[src/rtl/msg_pkg.sv]
// Shared definitions for the message sender: FSM state encoding and the
// default terminator value.
package msg_pkg;

    typedef enum logic [2:0] {
        S_IDLE,
        S_FETCH,
        S_CHECK,
        S_START,
        S_WAIT_HI,
        S_WAIT_LO,
        S_DONE
    } msg_state_e;

    localparam int MSG_TERM_DEFAULT = 0;

endpackage

[src/rtl/msg_fsm_if.sv]
// Bus between the message FSM (master) and its memory/UART environment (slave).
interface msg_fsm_if #(
    parameter int DATA_W = 8,
    parameter int ADDR_W = 4
);
    logic              restart_i;
    logic [ADDR_W-1:0] base_i;
    logic [DATA_W-1:0] byte_i;
    logic              busy_i;
    logic              start_o;
    logic [ADDR_W-1:0] address_o;
    logic              active_o;
    logic              done_o;
    logic              err_o;
    logic [ADDR_W:0]   count_o;

    modport master (
        input  restart_i, base_i, byte_i, busy_i,
        output start_o, address_o, active_o, done_o, err_o, count_o
    );

    modport slave (
        output restart_i, base_i, byte_i, busy_i,
        input  start_o, address_o, active_o, done_o, err_o, count_o
    );
endinterface

[src/rtl/msg_fsm_timeout.sv]
// Busy-acknowledge timeout: counts enabled cycles and flags expiry on the
// BUSY_TO-th waiting cycle.
module msg_fsm_timeout #(
    parameter int BUSY_TO = 1024
) (
    input  logic clk_i,
    input  logic rst_i,
    input  logic clear_i,
    input  logic en_i,
    output logic expired_o
);
    localparam int CNT_W = $clog2(BUSY_TO + 1);

    logic [CNT_W-1:0] cnt_q;
    logic [CNT_W-1:0] cnt_d;

    assign expired_o = en_i && (cnt_q == CNT_W'(BUSY_TO - 1));

    always_comb begin
        cnt_d = cnt_q;
        if (clear_i) begin
            cnt_d = '0;
        end else if (en_i && !expired_o) begin
            cnt_d = cnt_q + 1'b1;
        end
    end

    always_ff @(posedge clk_i) begin
        if (rst_i) begin
            cnt_q <= '0;
        end else begin
            cnt_q <= cnt_d;
        end
    end
endmodule

[src/rtl/msg_fsm.sv]
// Message sender: walks memory from base_i, hands each byte to a UART until a
// terminator or the top address. Define MSG_FSM_LOOP_EN to resend endlessly.
module msg_fsm
    import msg_pkg::*;
#(
    parameter int                DATA_W  = 8,
    parameter int                ADDR_W  = 4,
    parameter logic [DATA_W-1:0] TERM    = DATA_W'(MSG_TERM_DEFAULT),
    parameter int                BUSY_TO = 1024
) (
    input  logic     clk_i,
    input  logic     rst_i,
    msg_fsm_if.master bus
);
    localparam logic [ADDR_W-1:0] ADDR_MAX  = '1;
    localparam logic [ADDR_W:0]   COUNT_MAX = {1'b1, {ADDR_W{1'b0}}};

    msg_state_e        state_q;
    logic [ADDR_W-1:0] addr_q;
    logic [ADDR_W:0]   count_q;
    logic              start_q;
    logic              active_q;
    logic              done_q;
    logic              err_q;
    logic              tmo_expired;

    // CHECK is the only way into START, so clearing there restarts the count on every entry.
    msg_fsm_timeout #(
        .BUSY_TO (BUSY_TO)
    ) u_timeout (
        .clk_i     (clk_i),
        .rst_i     (rst_i),
        .clear_i   (state_q == S_CHECK),
        .en_i      (state_q == S_START),
        .expired_o (tmo_expired)
    );

    always_ff @(posedge clk_i) begin
        if (rst_i) begin
            state_q  <= S_IDLE;
            addr_q   <= '0;
            count_q  <= '0;
            start_q  <= 1'b0;
            active_q <= 1'b0;
            done_q   <= 1'b0;
            err_q    <= 1'b0;
        end else begin
            done_q <= 1'b0;
            case (state_q)
                S_IDLE: begin
                    if (bus.restart_i) begin
                        addr_q   <= bus.base_i;
                        count_q  <= '0;
                        err_q    <= 1'b0;
                        active_q <= 1'b1;
                        state_q  <= S_FETCH;
                    end
                end
                S_FETCH: state_q <= S_CHECK;
                S_CHECK: begin
                    if (bus.byte_i == TERM) begin
                        done_q  <= 1'b1;
                        state_q <= S_DONE;
                    end else begin
                        start_q <= 1'b1;
                        state_q <= S_START;
                    end
                end
                S_START: begin
                    if (bus.busy_i) begin
                        start_q <= 1'b0;
                        state_q <= S_WAIT_LO;
                    end else if (tmo_expired) begin
                        start_q  <= 1'b0;
                        err_q    <= 1'b1;
                        active_q <= 1'b0;
                        state_q  <= S_IDLE;
                    end
                end
                S_WAIT_LO: begin
                    if (!bus.busy_i) begin
                        if (count_q != COUNT_MAX) begin
                            count_q <= count_q + 1'b1;
                        end
                        if (addr_q == ADDR_MAX) begin
                            done_q  <= 1'b1;
                            state_q <= S_DONE;
                        end else begin
                            addr_q  <= addr_q + 1'b1;
                            state_q <= S_FETCH;
                        end
                    end
                end
                S_DONE: begin
`ifdef MSG_FSM_LOOP_EN
                    addr_q  <= bus.base_i;
                    count_q <= '0;
                    state_q <= S_FETCH;
`else
                    active_q <= 1'b0;
                    state_q  <= S_IDLE;
`endif
                end
                // WAIT_HI is never entered: acceptance is taken directly in START.
                default: begin
                    start_q  <= 1'b0;
                    active_q <= 1'b0;
                    state_q  <= S_IDLE;
                end
            endcase
        end
    end

    assign bus.start_o   = start_q;
    assign bus.address_o = addr_q;
    assign bus.active_o  = active_q;
    assign bus.done_o    = done_q;
    assign bus.err_o     = err_q;
    assign bus.count_o   = count_q;
endmodule
[src/flat_wrapper.sv]
// flat-port wrapper written by rule: the top's interface ports become plain ports
module msg_fsm_flat import msg_pkg::*;
#(
    parameter int                DATA_W  = 8,
    parameter int                ADDR_W  = 4,
    parameter logic [DATA_W-1:0] TERM    = DATA_W'(MSG_TERM_DEFAULT),
    parameter int                BUSY_TO = 1024
)
  (clk_i, rst_i, bus_restart_i, bus_base_i, bus_byte_i, bus_busy_i, bus_start_o, bus_address_o, bus_active_o, bus_done_o, bus_err_o, bus_count_o);
  msg_fsm_if #(.DATA_W(DATA_W), .ADDR_W(ADDR_W)) bus_i ();
  input  logic clk_i;
  input  logic rst_i;
  input wire logic [$bits(bus_i.restart_i)-1:0] bus_restart_i;
  input wire logic [$bits(bus_i.base_i)-1:0] bus_base_i;
  input wire logic [$bits(bus_i.byte_i)-1:0] bus_byte_i;
  input wire logic [$bits(bus_i.busy_i)-1:0] bus_busy_i;
  output wire logic [$bits(bus_i.start_o)-1:0] bus_start_o;
  output wire logic [$bits(bus_i.address_o)-1:0] bus_address_o;
  output wire logic [$bits(bus_i.active_o)-1:0] bus_active_o;
  output wire logic [$bits(bus_i.done_o)-1:0] bus_done_o;
  output wire logic [$bits(bus_i.err_o)-1:0] bus_err_o;
  output wire logic [$bits(bus_i.count_o)-1:0] bus_count_o;
  assign bus_i.restart_i = bus_restart_i;
  assign bus_i.base_i = bus_base_i;
  assign bus_i.byte_i = bus_byte_i;
  assign bus_i.busy_i = bus_busy_i;
  assign bus_start_o = bus_i.start_o;
  assign bus_address_o = bus_i.address_o;
  assign bus_active_o = bus_i.active_o;
  assign bus_done_o = bus_i.done_o;
  assign bus_err_o = bus_i.err_o;
  assign bus_count_o = bus_i.count_o;
  msg_fsm #(.DATA_W(DATA_W), .ADDR_W(ADDR_W), .TERM(TERM), .BUSY_TO(BUSY_TO)) u_core (.clk_i(clk_i), .rst_i(rst_i), .bus(bus_i));
endmodule
[config.mk]
export PLATFORM = sky130hd
export DESIGN_NAME = msg_fsm_flat
export DESIGN_NICKNAME = d
export VERILOG_FILES = /design/src/rtl/msg_pkg.sv /design/src/rtl/msg_fsm_if.sv /design/src/rtl/msg_fsm_timeout.sv /design/src/rtl/msg_fsm.sv /design/src/flat_wrapper.sv
export SDC_FILE = /design/constraint.sdc
export NUM_CORES = 1
export LEC_CHECK = 0
export CORE_MARGIN = 4
export CORE_UTILIZATION = 51
export CTS_CLUSTER_DIAMETER = 100
export DETAILED_ROUTE_END_ITERATION = 6
export GPL_TIMING_DRIVEN = 1
export PLACE_DENSITY = 0.82
export SETUP_SLACK_MARGIN = 0.1
export SLEW_MARGIN = 10
export SYNTH_ARGS = -nofsm -noshare
export SYNTH_HDL_FRONTEND = slang
export SYNTH_SLANG_ARGS = --single-unit
[constraint.sdc]
create_clock -name clk_i -period 1.83 [get_ports clk_i]
set_input_delay 0.366 -clock clk_i [delete_from_list [all_inputs] [get_ports clk_i]]
set_output_delay 0.366 -clock clk_i [all_outputs]
set_load 0.01 [all_outputs]
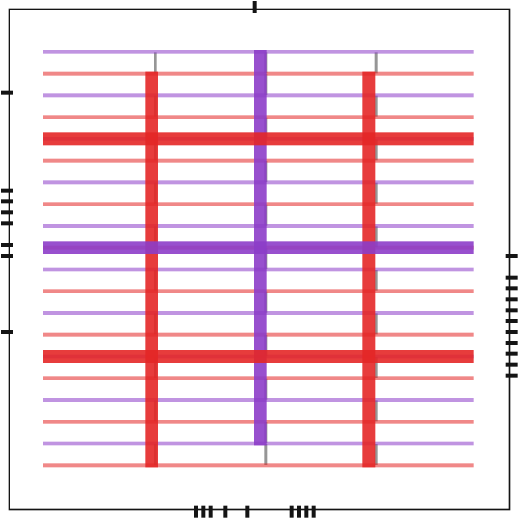
(PDN straps and rails)
Drawn at 8 px/µm. Pins as bars on the die edge. Tap cells in grey.
Purple stands for VDD. Red stands for VSS.
20 met1 rails follow the rows. 3 straps on met4. 3 straps on met5. 29 signal pins sit on the boundary. The core has 19 rows.
core region area: 2780 µm²
Die Y-Extent: 62.4 µm

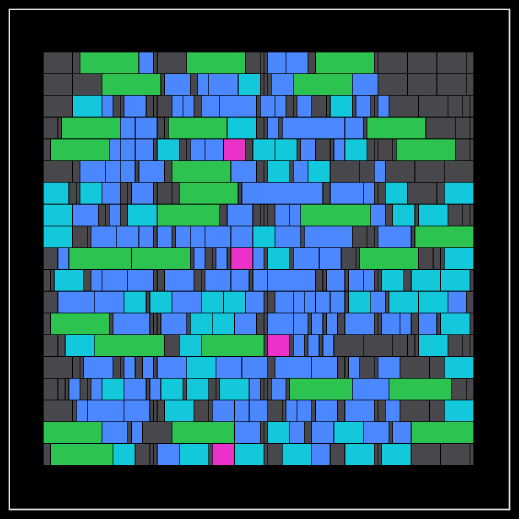
(cells coloured by class)
Drawn at 8 px/µm. Fill, decap, tap and diode cells in grey.
Green stands for registers, cells 27, share of their area 28%. Blue stands for remaining logic cells, cells 139, share of their area 47%. Magenta stands for clock drivers and dummy loads, cells 4, share of their area 1.5%. Cyan stands for remaining buffers and delay cells, cells 55, share of their area 24%.
Finished Core Util: 74.1%
register fraction of the total cell area: 27.1%

==> flow_metrics.tcl <==
# flow metrics
set metrics [dict create \
    total_buffers_and_inverters_traversed_by_the_critical_path 1 \
    post-dp-hpwl_mm 3.09 \
    first_global_vias 1577 \
    placed_cells_incl_taps 247 \
    dr_total_vias 1610 \
    port-buffer-count 28 \
    firstDrtPassIters 5 \
    layout_worst_path_cycle_share_pct 91.4 \
    warnings 28 \
    grt-ovfl-total 0 \
    drv_cap 0 \
    cts_hold_buffers 0 \
    critical_path.max_fanout 6 \
    synth.cell_area_um2 1510 \
    nature_of_the_critical_path_endpoint "primary output" \
    path_delay_family "buffers and inverters" \
    io-pin-count 29 \
    worst_min_delay_path_class "reg -> reg" \
    slowest_delay_ns 0.55 \
    cell_chain_critical_path "clkdlybuf4s50_1" \
    final_nets 246 \
    worst_ir_drop_vdd_mv 0.726 \
    synthesis.area_per_instance_um2 8.71 \
    maxClockFrequency_mhz 598 \
    cts_htree_levels 1 \
    post-route-drc-count 0 \
    insertedDiodeCount 0 \
    fp.dieArea_um2 3890 \
    critical_path_class "reg -> out" \
    clock_sinks 27 \
    drt-total-wl_mm 4.36 \
    slew_viol_final 0 \
    mean_routed_wirelength_per_cell_um 17.0 \
    startpoint_type "flip-flop" \
    number_of_flops_mapped_to_enable_cells_by_yosys 0 \
    finalHoldWorstSlack_ns 0.511 \
    synth.ff_latch_count 27 \
    synth_stat.cells 173 \
    root_buffer "clkbuf_4" \
    grtUsageTotal_pct 22.1 \
    cpMaxStageDelayCell "clkdlybuf4s50_1" \
    detailed_place.area_um2 1960 \
    rsz0062_at_grt "false" \
    syn_nets 193 \
    run_status "finished, final reports clean" \
    post_layout_nonfiller_instances 256 \
    finalHoldViolCount 0 \
]
[layout by cell type (no fill, tap or decap), drive strengths merged, types with 4 or more instances in the layout]
cell type and count:
a21oi 17, nor4 4, clkdlybuf4s50 27, ha 4, buf 27, nand2 10, nand3 7, dfxtp 27
xor2 4, o41ai 4, o31ai 5, inv 8, nor2 20
[synth_stat cells (2+ instances only)]
cell type / n / area share [%]
a211oi_1: 2 / 1.0
a21oi_1: 17 / 5.6
and3b_1: 2 / 1.2
clkbuf_1: 6 / 1.5
dfxtp_1: 27 / 36
ha_1: 4 / 3.3
inv_1: 8 / 2.0
mux2i_1: 3 / 2.0
nand2_1: 10 / 2.5
nand2b_1: 2 / 0.83
nand3_1: 7 / 2.3
nand3b_1: 2 / 1.0
nor2_1: 19 / 4.7
nor4_1: 4 / 1.7
nor4bb_1: 2 / 1.3
o2111ai_1: 3 / 1.7
o21a_1: 2 / 1.0
o21ai_0: 3 / 1.0
o311ai_0: 2 / 1.2
o31a_1: 2 / 1.2
o31ai_1: 4 / 2.0
o41ai_1: 2 / 1.2
or3_1: 3 / 1.2
or4_1: 3 / 1.5
xnor2_1: 3 / 1.7
xor2_1: 4 / 2.3
[sequential cells by signal, summed over array words and instances, names as in the netlist]
signal / flops
u_core.bus.count_o: 5
u_core.bus.done_o: 1
u_core.state_q: 3
u_core.bus.err_o: 1
u_core.bus.active_o: 1
u_core.bus.start_o: 1
u_core.bus.address_o: 4
u_core.u_timeout.cnt_q: 11
[layer usage]
layer / GRT usage [%] / share of wire [%]
met5: 0 / 0
met2: 36.1 / 49
met1: 26.2 / 42
met4: 11.7 / 3.0
met3: 6.13 / 6.5
[cell families after synthesis]
kind of cell | count (synthesis) | synth area share, %
AOI/OAI and AO/OA | 52 | 26.5
buffers and inverters | 15 | 3.82
muxes | 3 | 1.99
DFF | 27 | 35.9
adders and majority gates | 4 | 3.32
xor gates and xnor gates | 7 | 4.07
and+or+nand+nor | 65 | 24.4
[worst paths after layout]
path | end | cells past startpoint | startpoint | slack (ns)
min | u_core.bus.address_o[0] | 1 | u_core.bus.address_o[0] | 0.51
max | bus_count_o[2] | 1 | u_core.bus.count_o[2] | 0.16
max reg2reg | u_core.u_timeout.cnt_q[3] | 5 | u_core.state_q[2] | 0.17
min reg2reg | u_core.bus.address_o[0] | 1 | u_core.bus.address_o[0] | 0.51
[where the power goes]
| group | switching (mW) | internal (mW) | total (mW) |
|---|---|---|---|
| registers | 0.0285 | 0.614 | 0.642 |
| clock network | 0.207 | 0.0840 | 0.291 |
| logic | 0.141 | 0.158 | 0.300 |
| total | 0.377 | 0.856 | 1.23 |
[timing repair]
| item | in CTS | in global routing |
|---|---|---|
| setup endpoints to repair | 10 | 14 |
| gates resized | 5 | 12 |
| gates cloned | 0 | 0 |
| pin swaps | 1 | 1 |
| setup buffers | 2 | 3 |
[final cells by class]
type | count | share of cell area (%)
Tap cell | 31 | 1.88
Timing Repair Buffer | 55 | 23.4
Clock inverter | 1 | 0.364
Clock buffer | 3 | 1.09
Sequential cell | 27 | 27.1
Multi-Input combinational cell | 131 | 44.7
Inverter | 8 | 1.46
No activity file was given, so power comes from the tool's default toggle rates.
